`config.mk`:
```
export PLATFORM = sky130hd
export DESIGN_NAME = adsr_envelope
export DESIGN_NICKNAME = d
export VERILOG_FILES = /design/src/rtl/env_pkg.sv /design/src/rtl/env_sat_step.sv /design/src/rtl/adsr_envelope.sv
export SDC_FILE = /design/constraint.sdc
export NUM_CORES = 1
export LEC_CHECK = 0
export ABC_CLOCK_PERIOD_IN_PS = 7320
export CAP_MARGIN = 20
export CORE_MARGIN = 2
export CORE_UTILIZATION = 45
export DETAILED_ROUTE_END_ITERATION = 8
export GPL_TIMING_DRIVEN = 0
export PLACE_DENSITY = 0.73
export SLEW_MARGIN = 10
export SYNTH_ARGS = -nofsm -noshare
export SYNTH_HDL_FRONTEND = slang
export SYNTH_SLANG_ARGS = --single-unit
```
`constraint.sdc`:
```
create_clock -name clk_i -period 7.32 [get_ports clk_i]
set_clock_uncertainty 0.15 [all_clocks]
set_input_delay 0.732 -clock clk_i [delete_from_list [all_inputs] [get_ports clk_i]]
set_output_delay 0.732 -clock clk_i [all_outputs]
set_load 0.03 [all_outputs]
```
`src/rtl/env_pkg.sv`:
```
// Shared types and helpers for the ADSR envelope generator.
// Optional build: ADSR_EXP_RELEASE_EN selects an exponential release curve.
package env_pkg;

    typedef enum logic [2:0] {
        StIdle    = 3'd0,
        StAttack  = 3'd1,
        StDecay   = 3'd2,
        StSustain = 3'd3,
        StRelease = 3'd4
    } env_state_t;

    // Largest positive Q1.(width-1) value, i.e. unity gain.
    function automatic int unsigned env_max(input int unsigned width);
        return (32'd1 << (width - 32'd1)) - 32'd1;
    endfunction

    function automatic int unsigned sat_clamp(input int unsigned value,
                                              input int unsigned limit);
        return (value > limit) ? limit : value;
    endfunction

endpackage

```
`src/rtl/env_sat_step.sv`:
```
// Saturating add/subtract of a step against a limit, evaluated one bit wider than the level.
// Shared by the attack, decay and release paths of adsr_envelope.
module env_sat_step #(
    parameter int unsigned DATA_WIDTH = 16
) (
    input  logic [DATA_WIDTH-1:0] level_i,
    input  logic [DATA_WIDTH-1:0] step_i,
    input  logic [DATA_WIDTH-1:0] limit_i,
    input  logic                  sub_i,
    output logic [DATA_WIDTH-1:0] result_o,
    output logic                  hit_o
);

    logic [DATA_WIDTH:0] sum;
    logic [DATA_WIDTH:0] diff;

    assign sum  = {1'b0, level_i} + {1'b0, step_i};
    assign diff = {1'b0, level_i} - {1'b0, step_i};

    always_comb begin
        result_o = limit_i;
        hit_o    = 1'b1;
        if (sub_i) begin
            // diff[MSB] set means the subtraction borrowed, i.e. went below zero
            if (!diff[DATA_WIDTH] && (diff > {1'b0, limit_i})) begin
                result_o = diff[DATA_WIDTH-1:0];
                hit_o    = 1'b0;
            end
        end else begin
            if (sum < {1'b0, limit_i}) begin
                result_o = sum[DATA_WIDTH-1:0];
                hit_o    = 1'b0;
            end
        end
    end

endmodule

```
`src/rtl/adsr_envelope.sv`:
```
// Per-voice ADSR envelope generator producing a non-negative Q1.(DATA_WIDTH-1) gain.
// Define ADSR_EXP_RELEASE_EN for an exponential release (release_step_i[3:0] is a shift).
module adsr_envelope
    import env_pkg::*;
#(
    parameter int unsigned DATA_WIDTH = 16
) (
    input  logic                         clk_i,
    input  logic                         rst_i,
    input  logic                         valid_i,
    input  logic                         gate_i,
    input  logic        [DATA_WIDTH-1:0] attack_step_i,
    input  logic        [DATA_WIDTH-1:0] decay_step_i,
    input  logic        [DATA_WIDTH-1:0] sustain_i,
    input  logic        [DATA_WIDTH-1:0] release_step_i,
    output logic signed [DATA_WIDTH-1:0] env_o,
    output logic                         valid_o,
    output logic        [2:0]            state_o,
    output logic                         idle_o
);

    localparam logic [DATA_WIDTH-1:0] EnvMax = DATA_WIDTH'(env_max(DATA_WIDTH));

    env_state_t            state_q;
    logic [DATA_WIDTH-1:0] level_q;
    logic                  gate_q;
    logic                  valid_q;

    logic                  rise;
    logic                  fall;
    logic [DATA_WIDTH-1:0] sustain_lvl;
    logic [DATA_WIDTH-1:0] rel_dec;
    logic [DATA_WIDTH-1:0] step_val;
    logic [DATA_WIDTH-1:0] step_limit;
    logic                  step_sub;
    logic [DATA_WIDTH-1:0] step_res;
    logic                  step_hit;

    assign rise        = gate_i & ~gate_q;
    assign fall        = ~gate_i & gate_q;
    assign sustain_lvl = DATA_WIDTH'(sat_clamp(32'(sustain_i), 32'(EnvMax)));

`ifdef ADSR_EXP_RELEASE_EN
    logic [DATA_WIDTH-1:0] rel_shifted;
    logic                  unused_rel_hi;

    assign rel_shifted   = level_q >> release_step_i[3:0];
    assign rel_dec       = (rel_shifted == '0) ? DATA_WIDTH'(1) : rel_shifted;
    assign unused_rel_hi = ^release_step_i[DATA_WIDTH-1:4];
`else
    assign rel_dec = release_step_i;
`endif

    // A rise always takes the attack path, from whatever level the voice is at.
    always_comb begin
        step_val   = attack_step_i;
        step_limit = EnvMax;
        step_sub   = 1'b0;
        if (!rise) begin
            case (state_q)
                StDecay: begin
                    step_val   = decay_step_i;
                    step_limit = sustain_lvl;
                    step_sub   = 1'b1;
                end
                StRelease: begin
                    step_val   = rel_dec;
                    step_limit = '0;
                    step_sub   = 1'b1;
                end
                default: ;
            endcase
        end
    end

    env_sat_step #(
        .DATA_WIDTH(DATA_WIDTH)
    ) u_sat_step (
        .level_i  (level_q),
        .step_i   (step_val),
        .limit_i  (step_limit),
        .sub_i    (step_sub),
        .result_o (step_res),
        .hit_o    (step_hit)
    );

    always_ff @(posedge clk_i or posedge rst_i) begin
        if (rst_i) begin
            state_q <= StIdle;
            level_q <= '0;
            gate_q  <= 1'b0;
            valid_q <= 1'b0;
        end else if (valid_i) begin
            gate_q  <= gate_i;
            valid_q <= 1'b1;
            if (rise) begin
                level_q <= step_res;
                state_q <= step_hit ? StDecay : StAttack;
            end else if (fall && (state_q != StIdle) && (state_q != StRelease)) begin
                // Fall wins over any saturation/threshold on this tick; level holds.
                state_q <= StRelease;
            end else begin
                case (state_q)
                    StIdle: begin
                        level_q <= '0;
                    end
                    StAttack: begin
                        level_q <= step_res;
                        if (step_hit) state_q <= StDecay;
                    end
                    StDecay: begin
                        level_q <= step_res;
                        if (step_hit) state_q <= StSustain;
                    end
                    StSustain: begin
                        level_q <= sustain_lvl;
                    end
                    StRelease: begin
                        level_q <= step_res;
                        if (step_hit) state_q <= StIdle;
                    end
                    default: begin
                        level_q <= '0;
                        state_q <= StIdle;
                    end
                endcase
            end
        end else begin
            valid_q <= 1'b0;
        end
    end

    assign env_o   = $signed(level_q);
    assign valid_o = valid_q;
    assign state_o = state_q;
    assign idle_o  = (state_q == StIdle);

endmodule

```
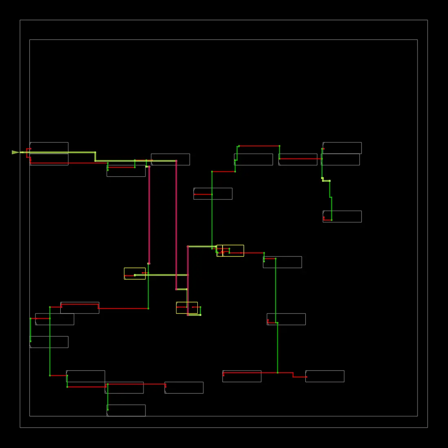
(run_1/clock_nets.png)
Sink Count: 21
flop count: 21
clkbuf count: 4
CTS Buf Count: 3

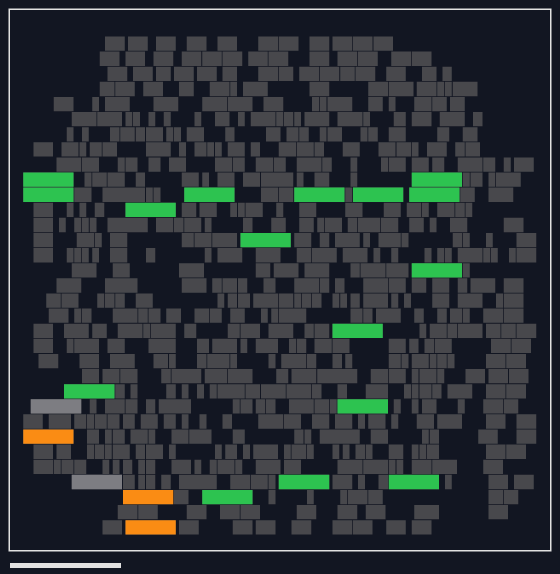
(run_1/ff_map.png)
The bar under the picture is 20 um long. Other sequential cells in the stronger gray, the rest of the logic in the fainter gray.
signal	color	placed flops
env_o	green	16
state_o	orange	3
register area: 526 um^2
Seq/total area: 10.5%
Final Core Density: 60.5%

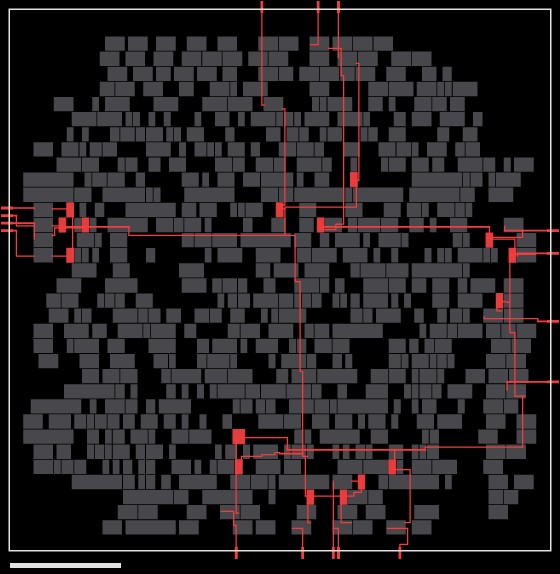
(run_1/port_trees.png)
The bar under the picture is 20 um long.
port	color	bits	direction	edge	end cells	wire
sustain_i	red	16	input	5 bottom, 4 left, 4 right, 3 top	16	579 um
I/O pin total: 89
PortBufs: 88

==> impl_metrics.toml, run 1 <==
# yosys + openroad results
[finish]
drive_gt1_share_pct = 5.05
non_clock_inverter_count = 35
top_area_cell_class = "logic gates"
nFillCells = 800

[logic_synthesis]
largest_area_cell = "ha_1"
topCombFamilyByArea = "AND-OR/OR-AND gates"
common_cells = "67 x nor2_1, 63 x ha_1, 35 x inv_1"
yosysUniqueCellTypes = 61
synth_warnings = 0
fa_ha_area_share_pct = 21.2

[sta]
finalSetupTns_ps = 0
tightest_slew_ps = 914
slew_headroom_pct = 39.0
drv_slew = 0
hold_viol = 0

[floorplanning]
nWellTaps = 105
core-area_mm2 = 0.00830
die_area_mm2 = 0.00944

[detailed_routing]
wl_um = 13000
wl_met2_um = 5880
drc = 0
top_layer = "met4"
wl_per_cell_um = 18.6

[worst_setup_path]
worst-path-buf-inv = 5
path_delay_family = "AND-OR/OR-AND gates"

[clock_network]
cts_max_level = 1
path_clk_slew_ps = 90

[placement]
place_congestion = 0.914
dpl_worst_slack_ps = -645

[outcome]
status = "completed"

[grt]
top_usage_layer = "met2"
met1_usage_pct = 36.4
use_met3_pct = 4.32
antenna_found_initial = 0

[flow_run]
maxCapViolCount = 0
[run 1: registers in the layout, indices dropped and copies added (netlist names)]
| signal | count |
|---|---|
| env_o | 16 |
| state_o | 3 |
| gate_q | 1 |
| valid_o | 1 |
[run 1: repair_timing]
action,4_1_cts,5_1_grt
gates resized,2,9
setup buffers,0,1
pin swaps,0,1
endpoints found under the setup margin,18,18
[run 1: layout by cell type, fill, tap and decap left out, drive strengths merged, types with 3 or more instances in the layout]
cell and instances:
a211oi 6, a21o 9, a21oi 26, a221o 16, a2bb2oi 10, a31oi 6, and3 3, buf 7
clkbuf 26, clkdlybuf4s50 88, dfrtp 21, ha 63, inv 35, mux2 5, nand2 25, nand2b 7
nand3 5, nand4 7, nor2 67, nor2b 8, nor3 11, o211ai 4, o21a 24, o21ai 22
o21bai 4, o221ai 17, o31ai 3, o41ai 3, xnor2 23, xor2 7
[run 1: stage by stage]
step,instance area [um^2],instances
finish,5020,699
global route,5020,699
floorplan,3910,500
CTS,4970,697
global placement,4920,693
detailed placement,4920,693
[run 1: path summary, 6_finish.rpt]
kind,from,to,slack (ps),cells after the start
min reg2reg,env_o[0]$_DFFE_PP0P_,env_o[0]$_DFFE_PP0P_,430,2
max in group asynchronous,rst_i,env_o[10]$_DFFE_PP0P_,5670,2
min in group asynchronous,rst_i,valid_o$_DFF_PP0_,790,2
min,env_o[0]$_DFFE_PP0P_,env_o[0]$_DFFE_PP0P_,430,2
max reg2reg,state_o[0]$_DFFE_PP0P_,env_o[8]$_DFFE_PP0P_,430,26
max,gate_i,env_o[8]$_DFFE_PP0P_,310,27
==> run_1/closeup.png <==
Region (4, 53) to (44, 93) um. Cells in gray, sequential cells in the stronger gray; small squares are vias.
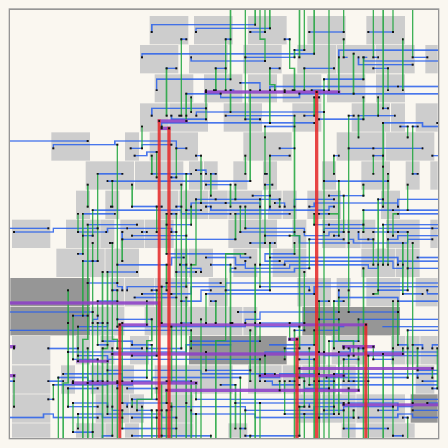

==> inputs of run 2 (changes only) <==
--- a/config.mk
+++ b/config.mk
@@ -7,11 +7,13 @@
 export LEC_CHECK = 0
 export ABC_CLOCK_PERIOD_IN_PS = 7320
 export CAP_MARGIN = 20
+export CELL_PAD_IN_SITES_DETAIL_PLACEMENT = 0
+export CELL_PAD_IN_SITES_GLOBAL_PLACEMENT = 1
 export CORE_MARGIN = 2
-export CORE_UTILIZATION = 45
+export CORE_UTILIZATION = 38
 export DETAILED_ROUTE_END_ITERATION = 8
 export GPL_TIMING_DRIVEN = 0
-export PLACE_DENSITY = 0.73
+export PLACE_DENSITY_LB_ADDON = 0.1
 export SLEW_MARGIN = 10
 export SYNTH_ARGS = -nofsm -noshare
 export SYNTH_HDL_FRONTEND = slang
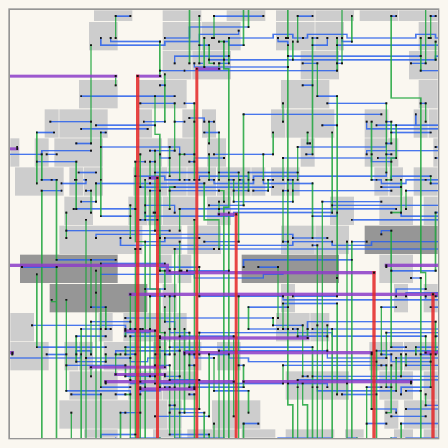
(run_2/closeup.png)
Region (6, 59) to (46, 99) um. Cells in gray, sequential cells in the stronger gray; small squares are vias.
layer	color
M4	red
M2	green
M1	blue
M3	purple
netlist names of flops here include	env_o (4)
most frequent	nor2_1 (18), ha_1 (9)
sequential cells in the window	4
cells with their middle in the window	94

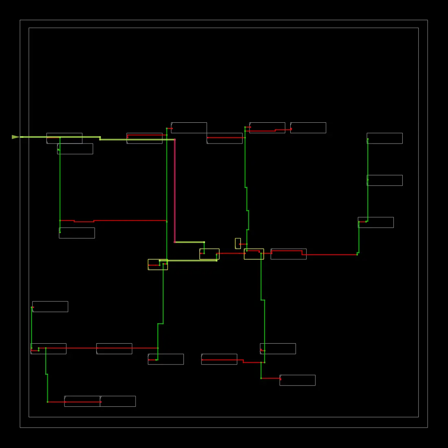
(run_2/clock_nets.png)
clk ins delay skew pair: 270 ps

==> impl_metrics.toml, run 2 <==
# yosys + openroad results
[sta]
drv_slew = 0
finalSetupTns_ps = 0

[detailed_routing]
wl_um = 13500

[clock_network]
cts_max_level = 1
path_clk_slew_ps = 100

[placement]
post_dp_cell_area_mm2 = 0.00497
portBuffers = 88
dpl_worst_slack_ps = -967

[finish]
final_cells = 733
final_cell_area_mm2 = 0.00512
drive_gt1_share_pct = 6.37
layout.cells.most_common = "clkdlybuf4s50_1"
nFillCells = 1030

[min_path]
min-delay-start = "env_o[7]$_DFFE_PP0P_"
min_path_cells = 2

[worst_setup_path]
path_depth = 28
reg2reg_to = "env_o[14]$_DFFE_PP0P_"
endpoint = "env_o[14]$_DFFE_PP0P_"
r2r_start = "state_o[0]$_DFFE_PP0P_"

[logic_synthesis]
synth_warnings = 0

[floorplanning]
io_pins = 89
die_area_mm2 = 0.0111

[outcome]
status = "completed"
run 2: cell counts after synthesis:
Identical to the previous run, type by type.
run 2: cell type report:
class	instances	area (um^2)	share of cell area [%]
multi-input cells	417	3180	62.1
repair buffers	93	936	18.3
flip-flops and latches	21	526	10.3
well taps	136	170	3.32
plain buffers	27	134	2.61
inverters	35	131	2.57
clock buffers	4	45.0	0.880
run 2: timing repair:
action	CTS	global route
buffers inserted	0	3
hold buffers	0	0
pin swaps	0	2
resized	5	13
setup endpoints to repair	18	18
run 2: routing by layer:
layer / up-vias / GRT usage, % / wire length (um)
met1: 1986 / 33.5 / 6380
met3: 21 / 3.34 / 626
li1: 2050 / - / -
met4: 0 / 6.76 / 379
met2: 113 / 39.9 / 6080
met5: - / 0 / 0
run 2: worst reg2reg max path: stages (launching register included):
cell	delay (ps)
dfrtp_1	440
clkbuf_1	270
nor3_1	490
clkbuf_1	550
a221o_1	250
o21a_1	140
ha_1	220
clkbuf_1	200
inv_1	180
a21oi_1	100
o31ai_2	410
o31a_1	230
o41ai_4	120
o31ai_1	330
xnor2_1	200
ha_1	300
nand4_1	100
nor2_1	40
and3_1	200
a211o_1	250
nor3_1	270
a21oi_4	100
buf_12	160
buf_4	140
o21ai_1	270
a2bb2oi_1	210
o221ai_1	130
